### src/rtl/add_accumulator_pkg.sv
// Shared types and default sizes for the add_accumulator block.
// Latency: n/a (types and constants only).
// Backpressure: n/a.
package add_accumulator_pkg;

  // Default operand/sum width and operand-count field width.
  localparam int DEF_WIDTH = 32;
  localparam int DEF_CNT_W = 8;

  // Control FSM states.
  typedef enum logic [1:0] {
    IDLE  = 2'd0,
    ACCUM = 2'd1,
    DONE  = 2'd2
  } state_e;

endpackage : add_accumulator_pkg

### src/rtl/add_accumulator_adder32.sv
// Unsigned WIDTH-bit adder with carry-out; the single adder of the accumulator.
// Latency: purely combinational.
// Backpressure: none.
module Adder32Bit #(
  parameter int WIDTH = 32
) (
  output logic [WIDTH-1:0] sum,
  output logic             cout,
  input  logic [WIDTH-1:0] a,
  input  logic [WIDTH-1:0] b
);

  // Zero-extend both operands so the top bit of the result is the carry-out.
  assign {cout, sum} = {1'b0, a} + {1'b0, b};

endmodule : Adder32Bit

### src/rtl/add_accumulator.sv
// Sums len unsigned operands from a valid/ready stream; ADD_ACCUMULATOR_SAT_EN selects saturation.
// Latency: result valid 1 cycle after the last operand is accepted (len=0: 1 cycle after start).
// Backpressure: in_ready only in ACCUM; result held in DONE until out_ready.
module add_accumulator
  import add_accumulator_pkg::*;
#(
  parameter int WIDTH = DEF_WIDTH,
  parameter int CNT_W = DEF_CNT_W
) (
  input  logic             clk,
  input  logic             rst_n,
  input  logic             start,
  input  logic [CNT_W-1:0] len,
  input  logic             in_valid,
  input  logic [WIDTH-1:0] in_data,
  output logic             in_ready,
  output logic             out_valid,
  output logic [WIDTH-1:0] out_sum,
  output logic             out_carry,
  input  logic             out_ready,
  output logic             busy
);

  state_e             state_q, state_d;
  logic [WIDTH-1:0]   acc_q, acc_d;
  logic [CNT_W-1:0]   rem_q, rem_d;
  logic               carry_q, carry_d;

  logic [WIDTH-1:0]   add_sum;
  logic               add_cout;
  logic               accept;

  // The one adder in the datapath: running sum plus the incoming operand.
  Adder32Bit #(
    .WIDTH (WIDTH)
  ) u_adder (
    .sum  (add_sum),
    .cout (add_cout),
    .a    (acc_q),
    .b    (in_data)
  );

  // Handshake and status decode straight from the state register, so no
  // input-to-output combinational path exists.
  assign in_ready  = (state_q == ACCUM);
  assign out_valid = (state_q == DONE);
  assign busy      = (state_q != IDLE);
  assign out_sum   = acc_q;
  assign out_carry = carry_q;
  assign accept    = in_valid && (state_q == ACCUM);

  // Next-state and datapath update; every target defaults to holding.
  always_comb begin
    state_d = state_q;
    acc_d   = acc_q;
    rem_d   = rem_q;
    carry_d = carry_q;
    unique case (state_q)
      IDLE: begin
        if (start) begin
          acc_d   = '0;
          carry_d = 1'b0;
          rem_d   = len;
          state_d = (len == '0) ? DONE : ACCUM;
        end
      end
      ACCUM: begin
        if (accept) begin
          carry_d = carry_q | add_cout;
`ifdef ADD_ACCUMULATOR_SAT_EN
          // Once any addition has overflowed the sum is pinned at all-ones.
          acc_d = (add_cout || carry_q) ? {WIDTH{1'b1}} : add_sum;
`else
          acc_d = add_sum;
`endif
          rem_d = rem_q - 1'b1;
          if (rem_q == CNT_W'(1)) begin
            state_d = DONE;
          end
        end
      end
      DONE: begin
        // start is deliberately not looked at here, even on the handshake cycle.
        if (out_ready) begin
          state_d = IDLE;
        end
      end
      default: begin
        state_d = IDLE;
      end
    endcase
  end

  // State and datapath registers; reset discards any partial sum.
  always_ff @(posedge clk or negedge rst_n) begin
    if (!rst_n) begin
      state_q <= IDLE;
      acc_q   <= '0;
      rem_q   <= '0;
      carry_q <= 1'b0;
    end else begin
      state_q <= state_d;
      acc_q   <= acc_d;
      rem_q   <= rem_d;
      carry_q <= carry_d;
    end
  end

endmodule : add_accumulator

### config.mk
export PLATFORM = sky130hd
export DESIGN_NAME = add_accumulator
export DESIGN_NICKNAME = d
export VERILOG_FILES = /design/src/rtl/add_accumulator_pkg.sv /design/src/rtl/add_accumulator_adder32.sv /design/src/rtl/add_accumulator.sv
export SDC_FILE = /design/constraint.sdc
export NUM_CORES = 1
export LEC_CHECK = 0
export CORE_MARGIN = 2
export CORE_UTILIZATION = 55
export CTS_CLUSTER_SIZE = 8
export DETAILED_ROUTE_END_ITERATION = 12
export GPL_TIMING_DRIVEN = 0
export PLACE_DENSITY = 0.86
export RECOVER_POWER = 25
export REMOVE_ABC_BUFFERS = 1
export SETUP_SLACK_MARGIN = 0.1
export SLEW_MARGIN = 40
export SYNTH_ARGS = -nofsm -noshare
export SYNTH_HDL_FRONTEND = slang
export SYNTH_SLANG_ARGS = --single-unit
### constraint.sdc
create_clock -name clk -period 8 [get_ports clk]
set_clock_uncertainty 0.1 [all_clocks]
set_input_delay 1.2 -clock clk [delete_from_list [all_inputs] [get_ports clk]]
set_output_delay 1.2 -clock clk [all_outputs]
set_load 0.03 [all_outputs]
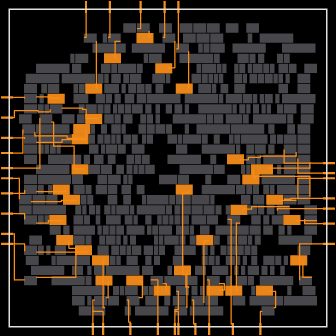
Fig. 1. Port wiring.
colour	port	direction	edge	end cells	buffers	wire
orange	in_data	input	10 bottom, 10 left, 7 right, 5 top	33	32	691 µm
Port Buffers: 80
I/O pins: 81

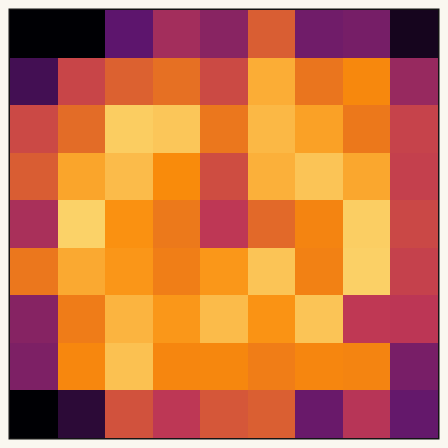
Fig. 2. Local utilization.
The die is cut into 9 by 9 equal tiles; black is low, pale yellow is high, 0 to 100% covered.
fullest tile	90%
emptiest ninth of the die	top left
tiles over 75% full	30%
mean over tiles	61%
nearly empty tiles	3.7%

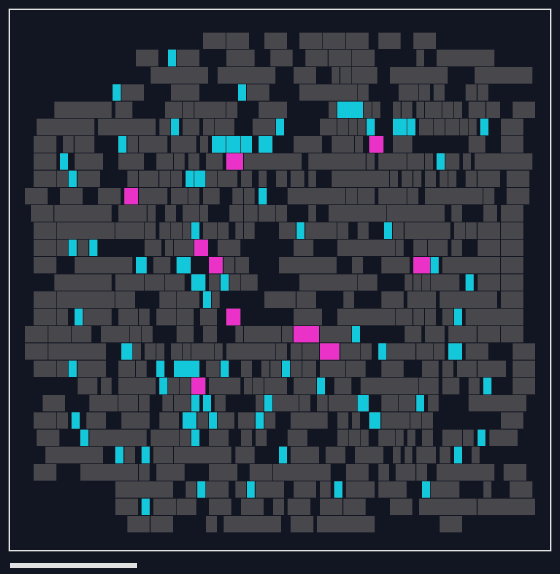
Fig. 3. Logic cells by family.
Bar = 20 µm.
colour	family	cells
cyan	nand cells	69
magenta	and/or cells	10

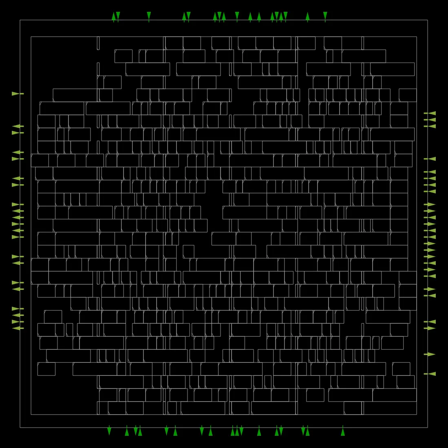
Fig. 4. Cell placement.
sequential share of cell area: 24.0%
Tapcell Cnt: 77
row cnt: 29

==> results.sh <==
# source this file to load flow results
export IMPL_status="finished, final reports clean"
export IMPL_vdd_drop_max_uv=190
export IMPL_rr_worst_depth=10
export IMPL_edf_count=0
export IMPL_critical_path_max_fanout=4
export IMPL_grt_setup_unrepaired="no"
export IMPL_htree_levels=2
export IMPL_async_flop_share_pct=100
export IMPL_clockRootBuffer="clkbuf_8"
export IMPL_ant_nets=0
export IMPL_power_total_mw=1.62
export IMPL_die_x_um=85.1
export IMPL_post_route_period_util_pct=48.0
export IMPL_syn_cell_area_um2=3620
export IMPL_yosysWarnings=0
export IMPL_worst_setup_path_type="in2reg"
export IMPL_relSlewSlack_pct=5.64
export IMPL_avgSynthCellArea_um2=8.33
export IMPL_num_vias=3530
export IMPL_final_nets=584
export IMPL_worst_pin_slew_ns=1.42
export IMPL_dp_hpwl_um=6840
export IMPL_rrSetupSlack_ns=5.07
export IMPL_die_area_um2=7240
export IMPL_antenna_found_initial=0
export IMPL_drv_cap=0
export IMPL_area_growth_pct=24.1
export IMPL_drtIter0Drc=120
export IMPL_aoi_share_pct=30.3
export IMPL_min_to="out_sum[4]"
export IMPL_fin_tns_setup_ns=0
export IMPL_cts_tree="done"
export IMPL_ys_sh_mux_pct=0.311
export IMPL_clk_latency_ns=0.30
export IMPL_cts_resized=0
export IMPL_numClockSinks=43
export IMPL_rr_endpoint="out_sum[26]"
export IMPL_core_util_floorplan_pct=56.9
export IMPL_drt_first_pass_iters=4
export IMPL_cts_buffers=5
export IMPL_overflow=0
export IMPL_wire_per_inst_um=15.4
export IMPL_drive_above_1_share_pct=4.75
export IMPL_r2r_start="out_sum[0]"
export IMPL_fmax_ghz=0.260
export IMPL_die_y_um=85.1
export IMPL_syn_inst=434
export IMPL_yosysCellCount=434
export IMPL_grt_util_all_layers_pct=24.9
export IMPL_synth_cell_types=68
export IMPL_ys_sh_adder_pct=12.3
export IMPL_final_setup_viol_count=0
export IMPL_hold_buffers=0
export IMPL_placed_cell_area_um2=4420
export IMPL_simple_gate_area_share_pct=16.4
export IMPL_finalWirelength_um=8980
export IMPL_logic_family="AND-OR/OR-AND gates"
export IMPL_critPathLaunchType="primary input"
export IMPL_hold_depth=2
export IMPL_ys_area_um2=3620
export IMPL_synthXorXnorAreaFrac_pct=5.81
export IMPL_crit_start="in_data[0]"
export IMPL_tool_warnings=26
export IMPL_n_antenna_cell=0
export IMPL_post_cts_setup_buffers=0
export IMPL_place_gp_congestion=0.925
export IMPL_ys_seq_elements=43
export IMPL_via_per_inst=6.07
-- cells in the mapped netlist, drive strengths merged, types with 7 or more instances --
cell type  instances  share of area [%]
nor2              32                3.3
buf                7                1.5
xor2              10                2.4
dfrtp             43                 30
o21ai             56                7.8
a21o              11                2.3
clkbuf            10                1.6
inv               16                1.7
ha                34                 12
a21oi             43                6.0
nand2             56                6.1
nor3              10                1.4
xnor2             14                3.4
-- sequential cells by signal, summed over array words and instances, names as in the netlist --
name       count
out_carry      1
out_sum       32
rem_q          8
state_q        2
-- critical path, cell delays in order --
cell and delay [ns]:
clkdlybuf4s50_1 0.42, ha_1 0.23, inv_1 0.08, fa_1 0.17, and2b_1 0.21, o2111ai_1 0.29
a211oi_2 0.14, o41ai_2 0.65, o21ba_1 0.29, xor2_1 0.16, o21ai_1 0.07
-- metrics by stage --
step	utilization, %	std cells	setup slack [ns]	hold WS (ns)
after global routing	70.7	582	3.95	0.459
after detailed placement	69.5	574	3.88	0.399
after CTS	71.0	582	4.20	0.421
after global placement	69.1	573	3.89	0.389
after floorplan	-	416	4.59	0.372
final	70.7	582	4.16	0.413
-- how the worst max path moves through the flow --
stage | cells past startpoint | slack [ns] | endpoint
3_3_place_gp | 11 | 3.89 | out_sum[30]
6_report | 11 | 4.16 | out_sum[26]
2_1_floorplan | 10 | 4.59 | out_sum[30]
3_5_place_dp | 11 | 3.88 | out_sum[30]
4_1_cts | 11 | 4.20 | out_sum[30]
5_1_grt | 11 | 3.95 | out_sum[26]
-- report_power, final --
part / switching [mW] / internal (mW)
Clock: 0.0841 / 0.0625
Combinational: 0.650 / 0.443
Sequential: 0.0766 / 0.306
Total: 0.811 / 0.812
-- kinds of logic after synthesis --
logic type               count (synthesis)
AND-OR/OR-AND                          167
XOR/XNOR                                24
adder cells (fa/ha/maj)                 35
buffers and inverters                   34
flip-flops                              43
multiplexers                             1
AND/OR/NAND/NOR                        130
-- layer usage --
layer / up-vias / track usage [%] / part of all wire, %
met5: - / 0 / 0
met4: 0 / 7.65 / 1.6
met3: 16 / 3.79 / 5.7
met2: 122 / 42.7 / 48
met1: 1657 / 32.5 / 45
li1: 1735 / - / -
-- area by class of cell --
cell class                      instances  area [µm²]
Multi-Input combinational cell        357        2360
Inverter                               16        60.1
Timing Repair Buffer                   81         798
Clock buffer                            5        68.8
Sequential cell                        43        1080
Clock inverter                          3        23.8
Tap cell                               77        96.3
Fill cell                             510        1860
